`src/rtl/boot_irq_pkg.sv`:
```
// ---------------------------------------------------------------------------
// boot_irq_pkg
// Shared definitions for the boot / interrupt sequencer that sits in front of
// the accumulator processor core.
//   - boot_state_e : sequencer states (START, GAP, SECOND, RUN)
//   - DEF_*        : default timing parameters
//   - cnt_width()  : width of the phase counter for a given parameter set
// Optional feature macro used by this slice: BOOT_IRQ_DROP_COUNT_EN
// ---------------------------------------------------------------------------
package boot_irq_pkg;

    typedef enum logic [1:0] {
        START  = 2'd0,
        GAP    = 2'd1,
        SECOND = 2'd2,
        RUN    = 2'd3
    } boot_state_e;

    localparam int DEF_START_CYCLES  = 2;
    localparam int DEF_GAP_CYCLES    = 3;
    localparam int DEF_SECOND_CYCLES = 1;
    localparam int DEF_SYNC_STAGES   = 2;

    // The counter only ever holds (cycles - 1), so $clog2 of the largest
    // phase length is enough; a phase length of 1 still needs one bit.
    function automatic int cnt_width(input int a, input int b, input int c);
        int m;
        m = a;
        if (b > m) m = b;
        if (c > m) m = c;
        if ($clog2(m) < 1) return 1;
        return $clog2(m);
    endfunction

endpackage

```
`src/rtl/irq_sync_edge.sv`:
```
// ---------------------------------------------------------------------------
// irq_sync_edge
// Brings an asynchronous level into the clk domain through SYNC_STAGES flops
// and produces a one-cycle pulse on each rising edge of the synchronised level.
// Ports:
//   clk      in  system clock, rising edge
//   rst_n    in  asynchronous active-low reset (clears all flops)
//   async_in in  asynchronous level input
//   rise     out high for one cycle after a 0->1 transition of the synced level
// ---------------------------------------------------------------------------
module irq_sync_edge
    import boot_irq_pkg::*;
#(
    parameter int SYNC_STAGES = DEF_SYNC_STAGES
) (
    input  logic clk,
    input  logic rst_n,
    input  logic async_in,
    output logic rise
);

    logic [SYNC_STAGES-1:0] sync_q;
    logic [SYNC_STAGES-1:0] sync_d;
    logic                   prev_q;
    logic                   prev_d;

    always_comb begin
        sync_d = {sync_q[SYNC_STAGES-2:0], async_in};
        prev_d = sync_q[SYNC_STAGES-1];
    end

    always_ff @(posedge clk or negedge rst_n) begin
        if (!rst_n) begin
            sync_q <= '0;
            prev_q <= 1'b0;
        end else begin
            sync_q <= sync_d;
            prev_q <= prev_d;
        end
    end

    // prev_q is the synchroniser output one cycle earlier, so a held-high
    // level produces exactly one pulse.
    assign rise = sync_q[SYNC_STAGES-1] & ~prev_q;

endmodule

```
`src/rtl/boot_irq_sequencer.sv`:
```
// ---------------------------------------------------------------------------
// boot_irq_sequencer
// Turns the board reset into the core's two-phase start sequence
// (StartEverything pulse, low gap, secondstagereset pulse) and gates a
// synchronised, edge-detected, latched interrupt to the core once boot is done.
// Ports:
//   clk              in   system clock, rising edge
//   rst_n            in   asynchronous active-low reset
//   boot_req         in   re-run the boot sequence (honoured only in RUN)
//   irq_in           in   asynchronous interrupt level, rising edge is the event
//   irq_ack          in   one-cycle acknowledge from the core, clears the latch
//   StartEverything  out  first-stage core start/reset (high in START)
//   secondstagereset out  second-stage core reset (high in SECOND)
//   interrupt        out  latched interrupt request
//   boot_done        out  high while in RUN
//   irq_dropped      out  [7:0] saturating count of dropped edges
//                         (only when BOOT_IRQ_DROP_COUNT_EN is defined)
// ---------------------------------------------------------------------------
module boot_irq_sequencer
    import boot_irq_pkg::*;
#(
    parameter int START_CYCLES  = DEF_START_CYCLES,
    parameter int GAP_CYCLES    = DEF_GAP_CYCLES,
    parameter int SECOND_CYCLES = DEF_SECOND_CYCLES,
    parameter int SYNC_STAGES   = DEF_SYNC_STAGES
) (
    input  logic       clk,
    input  logic       rst_n,
    input  logic       boot_req,
    input  logic       irq_in,
    input  logic       irq_ack,
    output logic       StartEverything,
    output logic       secondstagereset,
    output logic       interrupt,
    output logic       boot_done
`ifdef BOOT_IRQ_DROP_COUNT_EN
    ,
    output logic [7:0] irq_dropped
`endif
);

    localparam int CNT_W = cnt_width(START_CYCLES, GAP_CYCLES, SECOND_CYCLES);

    localparam logic [CNT_W-1:0] START_LOAD  = CNT_W'(START_CYCLES - 1);
    localparam logic [CNT_W-1:0] GAP_LOAD    = CNT_W'(GAP_CYCLES - 1);
    localparam logic [CNT_W-1:0] SECOND_LOAD = CNT_W'(SECOND_CYCLES - 1);
    localparam logic [CNT_W-1:0] CNT_ONE     = CNT_W'(1);

    boot_state_e      state_q;
    boot_state_e      state_d;
    logic [CNT_W-1:0] cnt_q;
    logic [CNT_W-1:0] cnt_d;
    logic             latch_q;
    logic             latch_d;
    logic             irq_rise;
    logic             in_run;

    irq_sync_edge #(
        .SYNC_STAGES (SYNC_STAGES)
    ) u_irq_sync_edge (
        .clk      (clk),
        .rst_n    (rst_n),
        .async_in (irq_in),
        .rise     (irq_rise)
    );

    assign in_run = (state_q == RUN);

    // Phase sequencing: each timed phase counts down from (length - 1) and
    // advances when the counter reaches zero.
    always_comb begin
        state_d = state_q;
        cnt_d   = cnt_q;
        case (state_q)
            START: begin
                if (cnt_q == '0) begin
                    state_d = GAP;
                    cnt_d   = GAP_LOAD;
                end else begin
                    cnt_d = cnt_q - CNT_ONE;
                end
            end
            GAP: begin
                if (cnt_q == '0) begin
                    state_d = SECOND;
                    cnt_d   = SECOND_LOAD;
                end else begin
                    cnt_d = cnt_q - CNT_ONE;
                end
            end
            SECOND: begin
                if (cnt_q == '0) begin
                    state_d = RUN;
                    cnt_d   = '0;
                end else begin
                    cnt_d = cnt_q - CNT_ONE;
                end
            end
            RUN: begin
                if (boot_req) begin
                    state_d = START;
                    cnt_d   = START_LOAD;
                end
            end
            default: begin
                state_d = START;
                cnt_d   = START_LOAD;
            end
        endcase
    end

    // Re-boot clears the latch; otherwise a new edge beats a same-cycle ack.
    // Edges outside RUN never set the latch, so nothing is held pending.
    always_comb begin
        latch_d = latch_q;
        if (in_run && boot_req) begin
            latch_d = 1'b0;
        end else if (in_run && irq_rise) begin
            latch_d = 1'b1;
        end else if (irq_ack) begin
            latch_d = 1'b0;
        end
    end

    always_ff @(posedge clk or negedge rst_n) begin
        if (!rst_n) begin
            state_q <= START;
            cnt_q   <= START_LOAD;
            latch_q <= 1'b0;
        end else begin
            state_q <= state_d;
            cnt_q   <= cnt_d;
            latch_q <= latch_d;
        end
    end

`ifdef BOOT_IRQ_DROP_COUNT_EN
    logic [7:0] drop_q;
    logic [7:0] drop_d;

    // An edge is lost either because boot is not finished or because the
    // previous event has not been acknowledged yet.
    always_comb begin
        drop_d = drop_q;
        if (irq_rise && (!in_run || latch_q) && (drop_q != 8'hFF)) begin
            drop_d = drop_q + 8'd1;
        end
    end

    always_ff @(posedge clk or negedge rst_n) begin
        if (!rst_n) begin
            drop_q <= 8'd0;
        end else begin
            drop_q <= drop_d;
        end
    end

    assign irq_dropped = drop_q;
`endif

    assign StartEverything  = (state_q == START);
    assign secondstagereset = (state_q == SECOND);
    assign boot_done        = in_run;
    assign interrupt        = latch_q;

endmodule

```
`config.mk`:
```
export PLATFORM = sky130hd
export DESIGN_NAME = boot_irq_sequencer
export DESIGN_NICKNAME = d
export VERILOG_FILES = /design/src/rtl/boot_irq_pkg.sv /design/src/rtl/irq_sync_edge.sv /design/src/rtl/boot_irq_sequencer.sv
export SDC_FILE = /design/constraint.sdc
export NUM_CORES = 1
export LEC_CHECK = 0
export CELL_PAD_IN_SITES_DETAIL_PLACEMENT = 0
export CELL_PAD_IN_SITES_GLOBAL_PLACEMENT = 2
export CORE_UTILIZATION = 30
export CTS_CLUSTER_SIZE = 28
export DETAILED_ROUTE_END_ITERATION = 8
export GPL_TIMING_DRIVEN = 0
export PLACE_DENSITY = 0.68
export SLEW_MARGIN = 0
export SYNTH_ARGS = -nofsm -noshare
export SYNTH_HDL_FRONTEND = slang
export SYNTH_SLANG_ARGS = --single-unit
```
`constraint.sdc`:
```
create_clock -name clk -period 1.9 [get_ports clk]
set_input_delay 0.475 -clock clk [delete_from_list [all_inputs] [get_ports clk]]
set_output_delay 0.475 -clock clk [all_outputs]
set_load 0.01 [all_outputs]
```
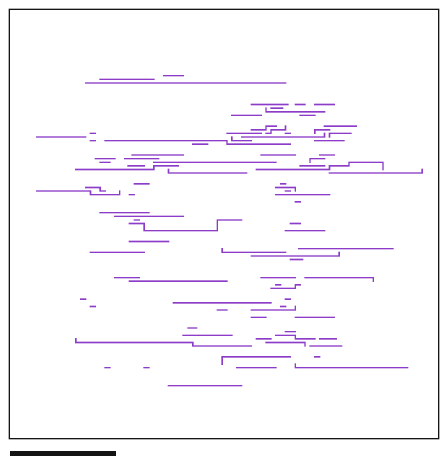
(images/met1.png)
Scale bar: 10 um.
longest straight run: 18.9 um
wire length on this layer: 367 um
main direction: horizontal
nets with wire on the layer: 47
global routing met1 resource utilization: 16.2%
Vias: 300

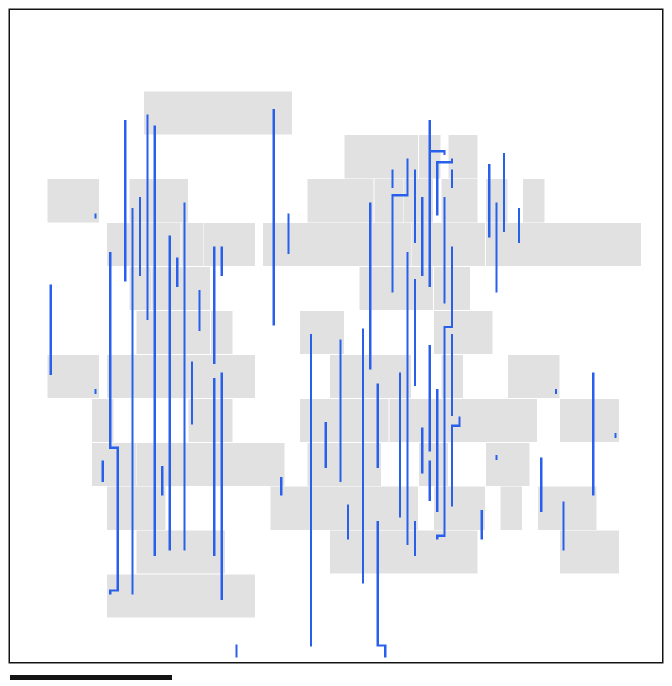
(images/met2.png)
Scale bar: 10 um.
longest straight run: 26.5 um
share of all routed wire: 50%
nets with wire on the layer: 51
Final Routed Wirelength: 878 um
met2 layer usage reported by global route: 24.2%

==> results_slide.txt <==
Physical Implementation Snapshot

CTS
  – Number of sinks driven by the clock tree: 8
  – Clock transition at path regs: around 0.060 ns
  – Deepest clock path buffer count: 2
  – Post-cts gate resize count: 7

Layout
  – CLK BUF: 4
  – Number of diodes: 0
  – Seq/total area: 34.4%
  – Count of plain and timing-repair buffers in the layout: 9
  – Dominant logic cell types in the final layout: sky130_fd_sc_hd__dfrtp_1, sky130_fd_sc_hd__ha_1, sky130_fd_sc_hd__inv_1, sky130_fd_sc_hd__clkdlybuf4s50_1
  – Footprint of the multi-input gates: approximately 230 um2

Global routing
  – Global-route wire length before repair: 1.51 mm

Synth
  – Post-synthesis area per instance: 11.9 um2
  – Fraction of registers with async set or reset after synthesis: 100%

Floorplanning
  – Die Span X: a little over 40 um
  – Fp util: 33.1%
  – Total die size: 1630 um2

Worst setup path
  – Arrival time reported for the critical path endpoint: roughly 1.3 ns
  – Chain of cells forming the critical path: buf_4 -> ha_1 -> dlygate4sd2_1
  – Endpoint required time on the critical path: between 1 and 1.5 ns

Placed design
  – Worst-case setup slack after placement: 0.0221 ns
  – Routability-driven placement congestion ratio: roughly 0.67

Timing
  – Final hold violations: 0
  – Max-slew violations: 0

Min path
  – Min-delay worst type: register to register

Run
  – Max capacitance violation total: 0

Outcome
  – Run status: finished, final reports clean
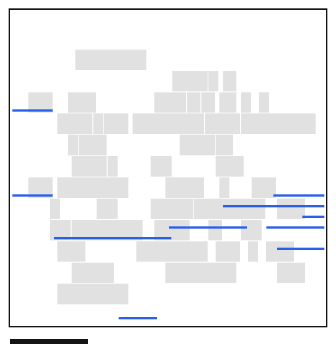
(images/met3.png)
Scale bar: 10 um.
nets with wire on the layer: 9
main direction: horizontal
share of all routed wire: 8.3%
met3 global-route usage: 10.6%

[power by group]
part | leakage, uW | switching, uW | internal [uW] | total, uW
Sequential | 0.0000953 | 49.7 | 232 | 281
Clock | 0.0000150 | 63.5 | 80.7 | 144
Combinational | 0.000178 | 256 | 279 | 534
Total | 0.000288 | 369 | 591 | 960
[path summary, 6_finish.rpt]
path | startpoint | end | slack [ns] | depth (start not counted)
worst max-delay path | state_q[1] | secondstagereset | 0.10 | 3
worst min-delay path | u_irq_sync_edge.sync_q[0] | u_irq_sync_edge.sync_q[1] | 0.35 | 0
worst max register to register | state_q[1] | state_q[1] | 0.44 | 5
worst min register to register | u_irq_sync_edge.sync_q[0] | u_irq_sync_edge.sync_q[1] | 0.35 | 0
max in group asynchronous | rst_n | cnt_q[0] | 1.10 | 1
min in group asynchronous | rst_n | u_irq_sync_edge.prev_q | 0.50 | 1
[metrics by stage]
stage	instances	utilization (%)	power, uW
floorplan	37	-	613
global placement	60	40.5	757
detailed placement	60	40.5	783
CTS	65	43.9	978
global route	65	43.9	1050
finish	65	43.9	960
[state kept, by name, summed over array words and instances (netlist names)]
register and flops:
cnt_q 2, state_q 2, u_irq_sync_edge.sync_q 2, interrupt 1
u_irq_sync_edge.prev_q 1
[routing by layer]
layer | wire, um | global-route usage [%]
met1 | 366 | 16.2
met2 | 439 | 24.2
met4 | 0 | 7.50
met5 | 0 | 0
met3 | 72 | 10.6
[worst max-delay path, delay by kind of cell (launching register included)]
kind,cells,cell delay [ns]
buffers and inverters,2,0.45
adder cells (fa/ha/maj),1,0.20
flip-flops,1,0.42
[cells by family after synthesis]
kind of cell | after synthesis | synth area share [%]
compound gates | 7 | 9.91
fa+ha+maj | 8 | 22.7
buf+inv | 6 | 5.10
flops | 8 | 45.6
mux | 3 | 8.21
simple gates | 5 | 8.50
Power is estimated from default activity; no workload was simulated.
